`src/rtl/sequencer.sv`:
```
// Instruction sequencer: fetch/exec phase FSM, instruction register,
// and subroutine return stack driving pc loads for JMS/BBL.
module sequencer #(
  parameter int DEPTH = 4
) (
  input  logic       clk,
  input  logic       rst_n,
  input  logic       run,
  input  logic [7:0] imem_data,
  input  logic       imem_ready,
  input  logic [7:0] pc,
  output logic [2:0] state,
  output logic [3:0] inst,
  output logic [3:0] operand,
  output logic       pc_tload,
  output logic [7:0] pc_target,
  output logic       halted,
  output logic       stack_err
);

  localparam int AW = (DEPTH > 1) ? $clog2(DEPTH) : 1;
  localparam int CW = AW + 1;

  localparam logic [3:0] OP_STP = 4'h4;
  localparam logic [3:0] OP_JMS = 4'h6;
  localparam logic [3:0] OP_BBL = 4'h7;

  typedef enum logic [2:0] {
    S_IDLE,
    S_FETCH,
    S_EXEC1,
    S_EXEC2,
    S_HALT
  } st_t;

  st_t cur, nxt;

  logic [7:0]    stk [DEPTH];
  logic [CW-1:0] cnt;
  logic [AW-1:0] top;
  logic          full, empty;
  logic          run_q;
  logic [7:0]    tgt_q, tgt_n;
  logic          push, pop, err;

  assign top   = AW'(cnt - CW'(1));
  assign full  = (cnt == CW'(DEPTH));
  assign empty = (cnt == '0);

  // Next-state, stack control and pc load decisions
  always_comb begin
    nxt      = cur;
    pc_tload = 1'b0;
    tgt_n    = tgt_q;
    push     = 1'b0;
    pop      = 1'b0;
    err      = 1'b0;
    unique case (cur)
      S_IDLE:  if (run) nxt = S_FETCH;
      S_FETCH: if (imem_ready) nxt = S_EXEC1;
      S_EXEC1: nxt = (inst == OP_STP) ? S_HALT : S_EXEC2;
      S_EXEC2: begin
        nxt = run ? S_FETCH : S_IDLE;
        if (inst == OP_JMS) begin
          if (full) begin
            err = 1'b1;
            nxt = S_HALT;
          end else begin
            push     = 1'b1;
            pc_tload = 1'b1;
            tgt_n    = {4'h0, operand};
          end
        end else if (inst == OP_BBL) begin
          if (empty) begin
            err = 1'b1;
            nxt = S_HALT;
          end else begin
            pop      = 1'b1;
            pc_tload = 1'b1;
            tgt_n    = stk[top];
          end
        end
      end
      S_HALT:  if (run && !run_q) nxt = S_FETCH;
      default: nxt = S_IDLE;
    endcase
  end

  // One-hot phase output and halt indication
  always_comb begin
    state  = 3'b000;
    halted = 1'b0;
    unique case (cur)
      S_FETCH: state  = 3'b001;
      S_EXEC1: state  = 3'b010;
      S_EXEC2: state  = 3'b100;
      S_HALT:  halted = 1'b1;
      default: state  = 3'b000;
    endcase
  end

  // Target is presented combinationally during the load cycle, then held
  assign pc_target = pc_tload ? tgt_n : tgt_q;

  // State, instruction register, stack and sticky error
  always_ff @(posedge clk or negedge rst_n) begin
    if (!rst_n) begin
      cur       <= S_IDLE;
      run_q     <= 1'b0;
      inst      <= '0;
      operand   <= '0;
      tgt_q     <= '0;
      cnt       <= '0;
      stack_err <= 1'b0;
      for (int i = 0; i < DEPTH; i++) stk[i] <= '0;
    end else begin
      cur   <= nxt;
      run_q <= run;
      if (cur == S_FETCH && imem_ready) begin
        inst    <= imem_data[7:4];
        operand <= imem_data[3:0];
      end
      if (pc_tload) tgt_q <= tgt_n;
      if (push) begin
        stk[cnt[AW-1:0]] <= pc;
        cnt              <= cnt + CW'(1);
      end else if (pop) begin
        cnt <= cnt - CW'(1);
      end
      if (err) stack_err <= 1'b1;
    end
  end

endmodule

```
`config.mk`:
```
export PLATFORM = sky130hd
export DESIGN_NAME = sequencer
export DESIGN_NICKNAME = d
export VERILOG_FILES = /design/src/rtl/sequencer.sv
export SDC_FILE = /design/constraint.sdc
export NUM_CORES = 1
export LEC_CHECK = 0
export ABC_AREA = 1
export CAP_MARGIN = 15
export CORE_MARGIN = 1
export CORE_UTILIZATION = 35
export DETAILED_ROUTE_END_ITERATION = 10
export GPL_TIMING_DRIVEN = 0
export PLACE_DENSITY = 0.53
export SLEW_MARGIN = 10
export SYNTH_ARGS = -nofsm -noshare
export SYNTH_HDL_FRONTEND = slang
export SYNTH_SLANG_ARGS = --single-unit
export TNS_END_PERCENT = 1
```
`constraint.sdc`:
```
create_clock -name clk -period 4.62 [get_ports clk]
set_clock_uncertainty 0.15 [all_clocks]
set_input_delay 0.462 -clock clk [delete_from_list [all_inputs] [get_ports clk]]
set_output_delay 0.462 -clock clk [all_outputs]
set_load 0.05 [all_outputs]
```
==> images/met1.png <==
Scale bar: 20 um. Cells faint in the background.
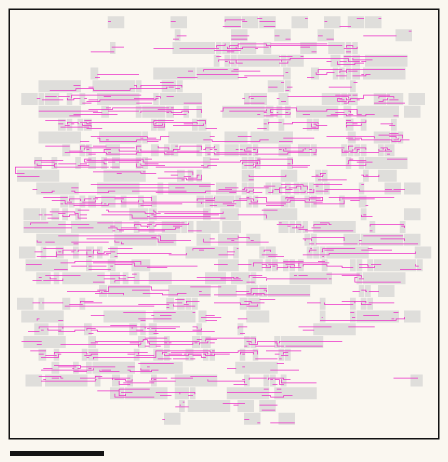
longest straight run = 29.9 um
main direction = horizontal
wire length on this layer = 3200 um
share of all routed wire = 50%
nets with wire on the layer = 364

==> images/met2.png <==
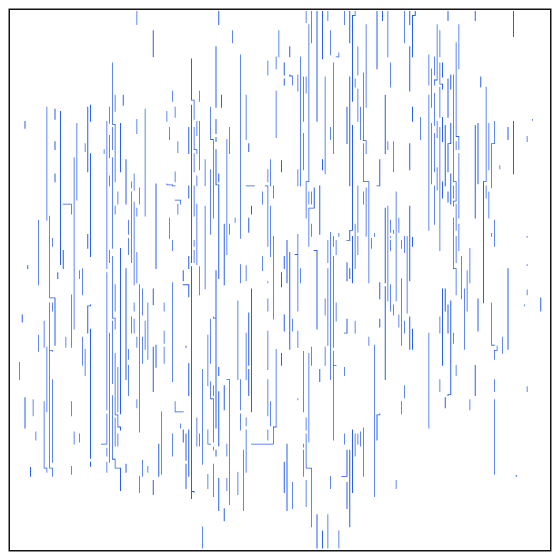
main direction = vertical
share of all routed wire = 46%
nets with wire on the layer = 304

==> images/met3.png <==
Scale bar: 20 um.
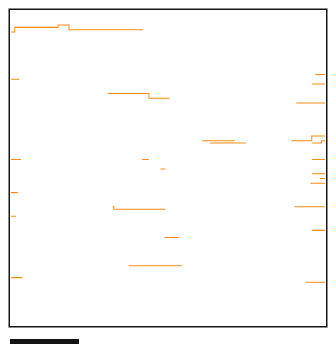
nets with wire on the layer = 22
share of all routed wire = 2.9%

==> results.py <==
# Physical implementation metrics
metrics = {
    "layout": {
        "drive_above_1_share": 0.105,
        "fin_cells": 484,
        "layout_top_cells": "117 x nand2_1, 56 x dfrtp_1, 40 x clkdlybuf4s50_1",
        "syn_to_final_growth_pct": 22.4,
        "diodes": 0,
        "postLayoutCellArea_um2": 3390,
    },
    "status": {
        "status": "finished, violations left",
        "violations": "DRC",
    },
    "placed_design": {
        "place_area_um2": 3310,
        "dpl.cell_count": 477,
        "portBuffers": 41,
        "dp_slack_ns": 0.568,
        "hpwl_um": 4540,
    },
    "clock_tree": {
        "cts_hold_buf": 0,
        "cts.clk_slew.worst_paths_ns": 0.11,
        "cts.sinks": 56,
        "post-cts-setup-buffer-count": 0,
    },
    "grt": {
        "track_usage": 0.165,
        "top_usage_layer": "met2",
    },
    "floorplan": {
        "fp-utilization": 0.361,
        "rows": 32,
        "io_pins": 42,
    },
    "route": {
        "postRouteAntennaNets": 0,
        "drc": 1,
        "post_drt_via_cell_ratio": 4.61,
        "drt-met1-wl_um": 3200,
        "routed_wl_um": 6410,
        "wl_per_cell_um": 13.2,
        "highest_layer": "met4",
    },
    "hold_path": {
        "holdCritPathClass": "in2async",
    },
    "power": {
        "p_comb_frac": 0.529,
        "powerComb_mw": 1.12,
        "p_seq_frac": 0.343,
    },
    "sta": {
        "relSlewSlack": 0.516,
        "final.setup.tns_ns": 0,
        "period_needed_ns": 4.38,
    },
    "critical_path": {
        "arrival_ns": 3.77,
        "crit_start": "cnt[0]",
        "worstPathRequired_ns": 4.01,
        "r2r-start": "cnt[0]",
    },
    "synthesis": {
        "avgSynthCellArea_um2": 8.31,
    },
}
## cells in the mapped netlist
cell      number
o21ai_0        8
xor2_1         3
clkbuf_1       1
o21ai_1       24
inv_1         30
inv_2          2
nand2_2        3
nand3_2        1
dfrtp_1       56
clkinv_1       2
buf_2          4
nand3_1       18
nand2_4        4
nor2_4         2
nor2_2         1
nor2_1        19
nor3_2         1
nand2_1      117
buf_6          4
nand4_1        2
a21oi_1        7
o22ai_1        4
ha_1           5
nand3b_1       4
nor3b_1        1
o211ai_1       1
nor2_8         1
inv_4          1
o21ai_2        8
## worst max-delay path: stages (launching register included)
cell             delay, ns
dfrtp_1               0.40
buf_2                 0.24
clkinv_1              0.28
buf_2                 0.29
ha_1                  0.30
buf_2                 0.21
clkinv_1              0.33
nand3_1               0.20
nand2_1               0.10
nand2_1               0.07
nand2_1               0.06
nand2_1               0.08
nand2_1               0.05
inv_1                 0.06
clkdlybuf4s50_1       0.80
## cells by family (layout without fill, tap and decap cells)
| logic type | after synthesis | after routing | synth area share |
|---|---|---|---|
| flip-flops | 56 | 56 | 0.505 |
| buffers and inverters | 44 | 92 | 0.0731 |
| AND/OR/NAND/NOR | 174 | 174 | 0.282 |
| adder cells (fa/ha/maj) | 5 | 5 | 0.0226 |
| AND-OR/OR-AND | 52 | 52 | 0.107 |
| XOR/XNOR | 3 | 3 | 0.00947 |
## area by class of cell
cell class              instances  area, um^2
fillers                       818        4290
flip-flops and latches         56        1400
multi-input cells             234        1170
repair buffers                 41         408
inverters                      35         134
well taps                     102         128
clock buffers                   5        68.8
plain buffers                   9        68.8
clock inverters                 2        16.3
## state kept, by name, indices dropped and copies added, names as in the netlist
register and cells:
tgt_q 8, stack_err 1, run_q 1, inst 4, stk 32, cnt 3
cur 3, operand 4
Power and IR drop assume default switching activity.
